File: src/rtl/keypad_pkg.sv
// Shared key codes, FSM state encoding and arithmetic helpers for the keypad entry block.
package keypad_pkg;

    localparam int         BCD_W    = 4;
    localparam logic [3:0] KEY_STAR = 4'd10;
    localparam logic [3:0] KEY_HASH = 4'd11;

    // Debouncer phases and entry phases share one encoding; ST_IDLE doubles as
    // "accepting keys" on the entry side.
    typedef enum logic [2:0] {
        ST_IDLE,
        ST_PRESS_WAIT,
        ST_HELD,
        ST_RELEASE_WAIT,
        ST_CONVERT,
        ST_VALID
    } state_t;

    function automatic logic is_idle_code(input logic [3:0] c);
        return c >= 4'd12;
    endfunction

    function automatic logic [31:0] mul10(input logic [31:0] a);
        return (a << 3) + (a << 1);
    endfunction

endpackage

File: src/rtl/keypad_entry_if.sv
// Scanner/processor-facing signals of keypad_entry; slave is the block, master the environment.
interface keypad_entry_if #(parameter int MAX_DIGITS = 6);
    logic [3:0]              key_code;
    logic [31:0]             key_ack;
    logic [4*MAX_DIGITS-1:0] digits_bcd;
    logic [3:0]              digit_count;
    logic [31:0]             value;
    logic                    entry_valid;
    logic                    entry_ack;
    logic                    busy;

    modport master (
        output key_code, entry_ack,
        input  key_ack, digits_bcd, digit_count, value, entry_valid, busy
    );

    modport slave (
        input  key_code, entry_ack,
        output key_ack, digits_bcd, digit_count, value, entry_valid, busy
    );
endinterface

File: src/rtl/key_debouncer.sv
// Press/release qualification: a code must be seen STABLE_CYCLES times in a row to count.
// press_o is a registered one-cycle strobe; code_o holds the qualified code.
module key_debouncer
    import keypad_pkg::*;
#(
    parameter int STABLE_CYCLES = 500000
) (
    input  logic       clk,
    input  logic       rst_n,
    input  logic [3:0] key_code_i,
    input  logic       freeze_i,
    input  logic       resync_i,
    output logic       press_o,
    output logic [3:0] code_o
);
    localparam int            CW       = $clog2(STABLE_CYCLES + 1);
    localparam logic [CW-1:0] STABLE_C = CW'(STABLE_CYCLES);
    localparam logic [CW-1:0] ONE      = CW'(1);

    state_t        state_q;
    logic [CW-1:0] cnt_q;
    logic [3:0]    code_q;
    logic          press_q;
    logic          key_idle;

    assign key_idle = is_idle_code(key_code_i);
    assign press_o  = press_q;
    assign code_o   = code_q;

    always_ff @(posedge clk or negedge rst_n) begin
        if (!rst_n) begin
            state_q <= ST_IDLE;
            cnt_q   <= '0;
            code_q  <= '0;
            press_q <= 1'b0;
        end else begin
            press_q <= 1'b0;
            // Leaving a completed entry: a still-held key must be released before it counts again.
            if (resync_i) begin
                state_q <= key_idle ? ST_IDLE : ST_HELD;
                cnt_q   <= '0;
            end else if (!freeze_i) begin
                case (state_q)
                    ST_IDLE: if (!key_idle) begin
                        code_q <= key_code_i;
                        if (ONE == STABLE_C) begin
                            press_q <= 1'b1;
                            state_q <= ST_HELD;
                            cnt_q   <= '0;
                        end else begin
                            state_q <= ST_PRESS_WAIT;
                            cnt_q   <= ONE;
                        end
                    end
                    ST_PRESS_WAIT: if (key_code_i == code_q) begin
                        if (cnt_q + ONE == STABLE_C) begin
                            press_q <= 1'b1;
                            state_q <= ST_HELD;
                            cnt_q   <= '0;
                        end else begin
                            cnt_q <= cnt_q + ONE;
                        end
                    end else begin
                        state_q <= ST_IDLE;
                        cnt_q   <= '0;
                    end
                    ST_HELD: if (key_idle) begin
                        if (ONE == STABLE_C) begin
                            state_q <= ST_IDLE;
                        end else begin
                            state_q <= ST_RELEASE_WAIT;
                            cnt_q   <= ONE;
                        end
                    end
                    ST_RELEASE_WAIT: if (!key_idle) begin
                        state_q <= ST_HELD;
                        cnt_q   <= '0;
                    end else if (cnt_q + ONE == STABLE_C) begin
                        state_q <= ST_IDLE;
                        cnt_q   <= '0;
                    end else begin
                        cnt_q <= cnt_q + ONE;
                    end
                    default: begin
                        state_q <= ST_IDLE;
                        cnt_q   <= '0;
                    end
                endcase
            end
        end
    end

endmodule

File: src/rtl/keypad_entry.sv
// Keypad numeric entry: BCD digit collection, '*' clear/backspace, '#' enter with BCD->binary.
// Define KEYPAD_ENTRY_BACKSPACE_EN to make '*' a backspace instead of a full clear.
module keypad_entry
    import keypad_pkg::*;
#(
    parameter int MAX_DIGITS    = 6,
    parameter int STABLE_CYCLES = 500000
) (
    input  logic          clock,
    input  logic          reset_n,
    keypad_entry_if.slave bus
);
    localparam int         DW    = BCD_W * MAX_DIGITS;
    localparam logic [3:0] MAX_C = 4'(MAX_DIGITS);

    state_t           state_q;
    logic [DW-1:0]    digits_q;
    logic [3:0]       count_q;
    logic [3:0]       idx_q;
    logic [31:0]      acc_q;
    logic [31:0]      value_q;
    logic             valid_q;
    logic             busy_q;
    logic             ack_q;
    logic             press;
    logic [3:0]       code;
    logic             resync;
    logic [BCD_W-1:0] cur_digit;

    assign resync = (state_q == ST_VALID) && bus.entry_ack;

    key_debouncer #(.STABLE_CYCLES(STABLE_CYCLES)) u_deb (
        .clk        (clock),
        .rst_n      (reset_n),
        .key_code_i (bus.key_code),
        .freeze_i   (busy_q),
        .resync_i   (resync),
        .press_o    (press),
        .code_o     (code)
    );

    // idx_q counts down from digit_count; digit idx_q-1 is the next most significant.
    always_comb begin
        cur_digit = '0;
        for (int i = 0; i < MAX_DIGITS; i++)
            if (idx_q == 4'(i + 1)) cur_digit = digits_q[i*BCD_W +: BCD_W];
    end

    always_ff @(posedge clock or negedge reset_n) begin
        if (!reset_n) begin
            state_q  <= ST_IDLE;
            digits_q <= '0;
            count_q  <= '0;
            idx_q    <= '0;
            acc_q    <= '0;
            value_q  <= '0;
            valid_q  <= 1'b0;
            busy_q   <= 1'b0;
            ack_q    <= 1'b0;
        end else begin
            ack_q <= (state_q == ST_IDLE) && press;
            case (state_q)
                ST_IDLE: if (press) begin
                    case (code)
                        KEY_HASH: if (count_q != 4'd0) begin
                            state_q <= ST_CONVERT;
                            busy_q  <= 1'b1;
                            acc_q   <= '0;
                            idx_q   <= count_q;
                        end
                        KEY_STAR: begin
`ifdef KEYPAD_ENTRY_BACKSPACE_EN
                            if (count_q != 4'd0) begin
                                digits_q <= digits_q >> BCD_W;
                                count_q  <= count_q - 4'd1;
                            end
`else
                            digits_q <= '0;
                            count_q  <= '0;
`endif
                        end
                        default: if (count_q < MAX_C) begin
                            digits_q <= (digits_q << BCD_W) | DW'(code);
                            count_q  <= count_q + 4'd1;
                        end
                    endcase
                end
                ST_CONVERT: if (idx_q != 4'd0) begin
                    acc_q <= mul10(acc_q) + 32'(cur_digit);
                    idx_q <= idx_q - 4'd1;
                end else begin
                    value_q <= acc_q;
                    valid_q <= 1'b1;
                    state_q <= ST_VALID;
                end
                ST_VALID: if (bus.entry_ack) begin
                    digits_q <= '0;
                    count_q  <= '0;
                    valid_q  <= 1'b0;
                    busy_q   <= 1'b0;
                    state_q  <= ST_IDLE;
                end
                default: state_q <= ST_IDLE;
            endcase
        end
    end

    assign bus.key_ack     = {31'd0, ack_q};
    assign bus.digits_bcd  = digits_q;
    assign bus.digit_count = count_q;
    assign bus.value       = value_q;
    assign bus.entry_valid = valid_q;
    assign bus.busy        = busy_q;

endmodule

File: src/flat_wrapper.sv
// flat-port wrapper written by rule: the top's interface ports become plain ports
module keypad_entry_flat import keypad_pkg::*;
#(
    parameter int MAX_DIGITS    = 6,
    parameter int STABLE_CYCLES = 500000
)
  (clock, reset_n, bus_key_code, bus_entry_ack, bus_key_ack, bus_digits_bcd, bus_digit_count, bus_value, bus_entry_valid, bus_busy);
  keypad_entry_if #(.MAX_DIGITS(MAX_DIGITS)) bus_i ();
  input  logic clock;
  input  logic reset_n;
  input wire logic [$bits(bus_i.key_code)-1:0] bus_key_code;
  input wire logic [$bits(bus_i.entry_ack)-1:0] bus_entry_ack;
  output wire logic [$bits(bus_i.key_ack)-1:0] bus_key_ack;
  output wire logic [$bits(bus_i.digits_bcd)-1:0] bus_digits_bcd;
  output wire logic [$bits(bus_i.digit_count)-1:0] bus_digit_count;
  output wire logic [$bits(bus_i.value)-1:0] bus_value;
  output wire logic [$bits(bus_i.entry_valid)-1:0] bus_entry_valid;
  output wire logic [$bits(bus_i.busy)-1:0] bus_busy;
  assign bus_i.key_code = bus_key_code;
  assign bus_i.entry_ack = bus_entry_ack;
  assign bus_key_ack = bus_i.key_ack;
  assign bus_digits_bcd = bus_i.digits_bcd;
  assign bus_digit_count = bus_i.digit_count;
  assign bus_value = bus_i.value;
  assign bus_entry_valid = bus_i.entry_valid;
  assign bus_busy = bus_i.busy;
  keypad_entry #(.MAX_DIGITS(MAX_DIGITS), .STABLE_CYCLES(STABLE_CYCLES)) u_core (.clock(clock), .reset_n(reset_n), .bus(bus_i));
endmodule
File: config.mk
export PLATFORM = sky130hd
export DESIGN_NAME = keypad_entry_flat
export DESIGN_NICKNAME = d
export VERILOG_FILES = /design/src/rtl/keypad_pkg.sv /design/src/rtl/keypad_entry_if.sv /design/src/rtl/key_debouncer.sv /design/src/rtl/keypad_entry.sv /design/src/flat_wrapper.sv
export SDC_FILE = /design/constraint.sdc
export NUM_CORES = 1
export LEC_CHECK = 0
export CAP_MARGIN = 30
export CORE_UTILIZATION = 35
export CTS_BUF_LIST = sky130_fd_sc_hd__clkbuf_16
export DETAILED_ROUTE_END_ITERATION = 8
export GPL_TIMING_DRIVEN = 0
export HOLD_SLACK_MARGIN = 0.06
export PLACE_DENSITY = 0.63
export SYNTH_ARGS = -nofsm -noshare
export SYNTH_HDL_FRONTEND = slang
export SYNTH_SLANG_ARGS = --single-unit
File: constraint.sdc
create_clock -name clock -period 10.5 [get_ports clock]
set_clock_uncertainty 0.1 [all_clocks]
set_input_delay 1.05 -clock clock [delete_from_list [all_inputs] [get_ports clock]]
set_output_delay 1.05 -clock clock [all_outputs]
set_load 0.005 [all_outputs]
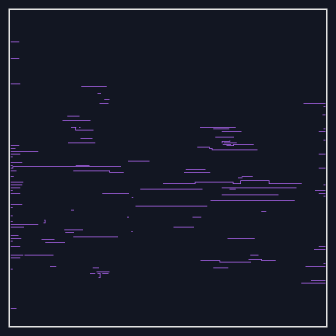
(signal wires on met3)
main direction: horizontal
wire length on this layer: 902 um
longest straight run: 52.2 um
share of all routed wire: 4.8%
nets with wire on the layer: 92
post-detailed-routing wire length: 18800 um
via total after detailed routing: 6694
met3 track demand over resource: 0.0363

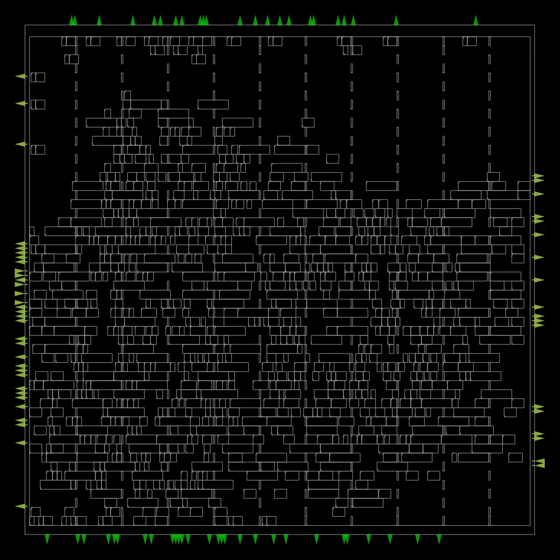
(cell outlines without signal wires)
core region area: 0.0221 sq mm
FP Rows: 54
tap cell count: 280

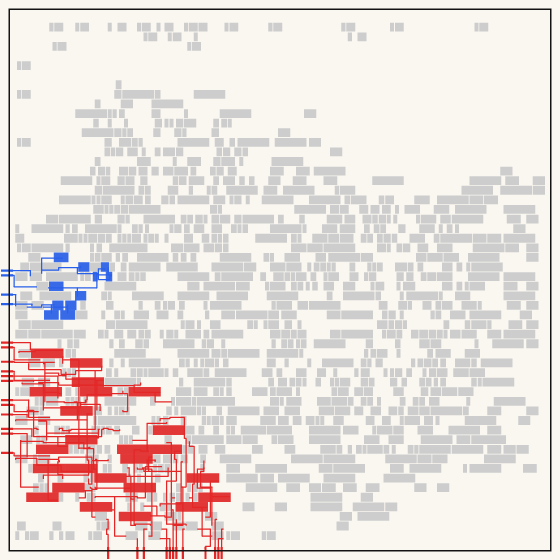
(wires at chosen ports, followed through buffers)
legend:
  red:
    port: `bus_digits_bcd`
    bits: 24
    direction: output
    edge: 12 left, 12 bottom
    end_cells: 24
    buffers: 24
    wire: 1170 um
  blue:
    port: `bus_key_code`
    bits: 4
    direction: input
    edge: left
    end_cells: 11
    buffers: 4
    wire: 115 um
I/O pin cnt: 101
count of input and output buffers: 69

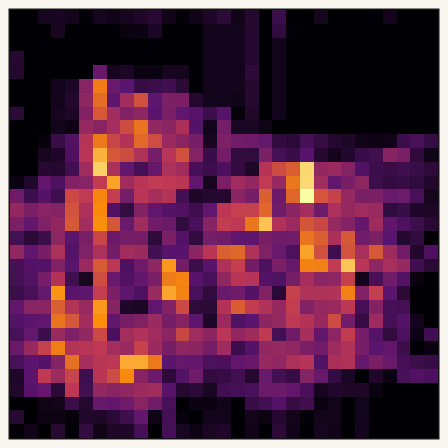
(routed metal per tile)
The die is cut into 31 by 31 equal tiles; black is low, pale yellow is high, scaled to the fullest tile. Values are wire area over tile area, all layers added.
tiles over half the peak: 11%
fullest tile: 0.55
nearly empty tiles: 23%
mean over tiles: 0.13
emptiest ninth of the die: top right
global routing usage summed across all routing layers: 0.165
WL per Instance: 14.6 um

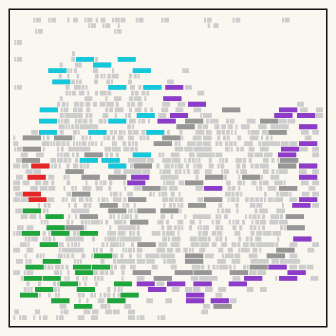
(sequential cells grouped by signal name)
Other sequential cells in the stronger gray, the rest of the logic in the fainter gray.
legend:
  green:
    name_in_the_netlist: `u_core.bus.digits_bcd`
    flops: 24
    where: bottom left
  purple:
    name_in_the_netlist: `u_core.bus.value`
    flops: 32
  cyan:
    name_in_the_netlist: `u_core.u_deb.cnt_q`
    flops: 19
  red:
    name_in_the_netlist: `u_core.u_deb.code_o`
    flops: 4
    where: left middle
not colored: 48
Flop+latch power: 0.621 mW
area used by sequential logic in the layout: 0.00318 sq mm
register share of the cell area: 0.324
final core utilization: 0.444

==> summary.rpt <==
==== FLOW RESULTS ====
----------------------------------------------------
[Cells and area]
  Fraction of area in multi-input gates ........................ 0.455
  Sequential cell count ........................ 127
  Logic inverters ........................ 21
  Layout area overhead ........................ 22.7%
  Total of plain and repair buffers excluding clock buffers ........................ 140
  Number of multi-input logic gates ........................ 688
  Footprint of the multi-input gates ........................ 0.00446 sq mm
  Design Area, Final ........................ 0.00980 sq mm
  Non-clock buffer share of cell area ........................ 0.113
  Layout cells sized above 1 ........................ 0.115
  Fill count ........................ 2091
  Count of nets after finishing ........................ 1070
  Relative area of clock buffers and inverters in the final design ........................ 0.0641
  Count of clock-net buffers in the final layout ........................ 17
  Leading cell type in the layout, fill and taps excluded ........................ nand2_1
  Top cells excl fill/tap ........................ nand2_1 (131), dfrtp_1 (127), nand3_1 (73)
  Post-route non-filler standard cell count ........................ 1288

[Setup path]
  Crit path arrival time ........................ 5230 ps
  Worst path required time ........................ 10680 ps
  Worst-path maximum fanout ........................ 9
  Type of the setup path with the least slack ........................ reg -> reg
  Kind of launch point of the worst setup path ........................ register

[Power]
  Standby leakage power ........................ 4.71 nW
  Proportion of power drawn by flip-flops and latches ........................ 0.365
  Part of the power in the clock network ........................ 0.368
  Proportion of total power due to net switching ........................ 0.349
  Comb pwr share ........................ 0.267
  Internal Dissipation ........................ 1.11 mW
  Worst vdd rail ir drop ........................ 0.124 mV
  Pwr dens ........................ 174 mW/mm^2
  PnR Total Power ........................ 1.70 mW

[Clocking]
  Max Buffers Root-to-Sink ........................ 2
  CTS tree ........................ built
  Post-CTS Setup Inserts ........................ 0
  Later-pin clock latency in the skew report ........................ 430 ps
  Number of instances resized during post-cts repair ........................ 0
  Post-CTS Hold Fix Bufs ........................ 0

[Timing]
  Actual transition at the worst max-transition pin ........................ 788 ps
  Setup Total Neg Slack ........................ 0 ps
  Final Max Tran Viols ........................ 0
  Minimum period implied by the final worst setup slack ........................ 5050 ps
  Final hold violation count ........................ 0
  Setup repair after global routing missed its margin ........................ false
  Worst slew margin relative to its limit ........................ 0.473
  Final worst slack ........................ 5450 ps
  Max Fclk ........................ 0.198 GHz
  Post-layout period usage of the worst path ........................ 0.481
  Fin Hold WS ........................ 402 ps
  Final tally of setup violations ........................ 0

[Place]
  Post-Place Cells ........................ 1256
  Area of placed instances ........................ 0.00918 sq mm
  Final weighted congestion in routability-driven placement ........................ 0.829
  Worst slack after detailed placement ........................ 5530 ps
  HPWL after detailed placement ........................ 13600 um

[Yosys]
  Total of warnings raised by yosys ........................ 0
  Synth Area per Inst ........................ 9.12 sq um
  Post-synthesis cell type with the largest combined area ........................ dfrtp_1
  Post-synthesis xor/xnor area fraction ........................ 0.0329
  Most frequent cells after synthesis ........................ nand2_1 (131), dfrtp_1 (127), nand3_1 (73), ha_1 (66)
  Largest logic family ........................ simple AND/OR/NAND/NOR gates
  Share of async-settable or async-resettable flops after synthesis ........................ 1.00
  Number of enable-type register cells in the synthesized netlist ........................ 0
  Gate count after technology mapping ........................ 876
  Share of synthesized cell area in and-or and or-and compound cells ........................ 0.146
  Flip-flop cell with the highest count after synthesis ........................ dfrtp_1
  Synth Cell Area ........................ 0.00799 sq mm
  Biggest area contributors in the synthesized netlist ........................ dfrtp_1 (40%), ha_1 (10%), nand2_1 (6.2%), mux2_2 (5.4%), nand3_1 (4.6%)
  Sequential share of the synthesized area ........................ 0.398
  Post-synthesis share of cell area spent on and, or, nand and nor gates ........................ 0.196
  Mux area share ........................ 0.0600
  Count of different cell masters after synthesis ........................ 63

[Route]
  Antenna Nets Post-Route ........................ 0
  DR vias/cell ........................ 5.20
  Count of routing violations after the opening detailed-route iteration ........................ 385
  Detailed-route DRC error count ........................ 0

[Die]
  Die W ........................ 153 um
  Die Ht ........................ 153 um
  Die Area ........................ 0.0234 sq mm
  Pre-placement core utilization ........................ 0.362

[Flow run]
  Tool warning count ........................ 31
  Total of max-cap violations ........................ 0

[GRT]
  Vias in the first global route ........................ 6246
  Number of antenna violations at the first check in global routing ........................ 0
  Grt total ovfl ........................ 0
  Global-route wire length before repair ........................ 31300 um
  Pin count of the biggest net entering global routing ........................ 78

[Outcome]
  Run status ........................ complete, no violations

[Worst hold path]
  Class of the most critical hold timing path ........................ reg -> reg

----------------------------------------------------
==> final timing paths <==
check	start	slack [ps]	endpoint
hold reg to reg	u_core.bus.value[14]	400	u_core.bus.value[14]
hold / removal	u_core.bus.value[14]	400	u_core.bus.value[14]
setup reg to reg	u_core.idx_q[1]	5450	u_core.acc_q[30]
min in group asynchronous	reset_n	460	u_core.bus.value[11]
setup / recovery	u_core.idx_q[1]	5450	u_core.acc_q[30]
max in group asynchronous	reset_n	9100	u_core.u_deb.state_q[0]
==> metal layers <==
layer  global-route usage  share of wire
met1                0.226           0.48
met2                0.262           0.46
met3               0.0363          0.048
met4               0.0476         0.0095
met5                    0              0
==> power groups by stage <==
stage	registers, mW	clock network (mW)	logic [mW]
CTS	0.621	0.641	0.458
global route	0.632	0.663	0.515
detailed placement	0.630	0	0.453
finish	0.621	0.627	0.455
floorplan	0.608	0	0.305
global placement	0.630	0	0.444
==> critical path, stage by stage (launching register included) <==
cell and delay, ps:
dfrtp_1 420, inv_1 120, ha_1 150, clkbuf_1 310, nor2b_1 350, a22oi_1 110, o21ai_0 190, nand2_1 110
a21oi_1 170, a31oi_1 60, o211ai_1 230, ha_1 280, ha_1 230, fa_1 420, a21oi_1 260, o211ai_1 150
nand2b_1 130, o221ai_1 160, o41ai_1 460, o21ai_0 230, xnor2_1 180, o21ai_0 90
==> registers in the layout, indices dropped and copies added, names as in the netlist <==
register and count:
u_core.idx_q 4, u_core.u_deb.code_o 4, u_core.u_deb.cnt_q 19, u_core.bus.digit_count 4, u_core.state_q 2, u_core.u_deb.press_o 1, u_core.ack_q 1, u_core.bus.digits_bcd 24
u_core.u_deb.state_q 2, u_core.bus.value 32, u_core.bus.busy 1, u_core.bus.entry_valid 1, u_core.acc_q 32
No activity file was given, so power comes from the tool's default toggle rates.
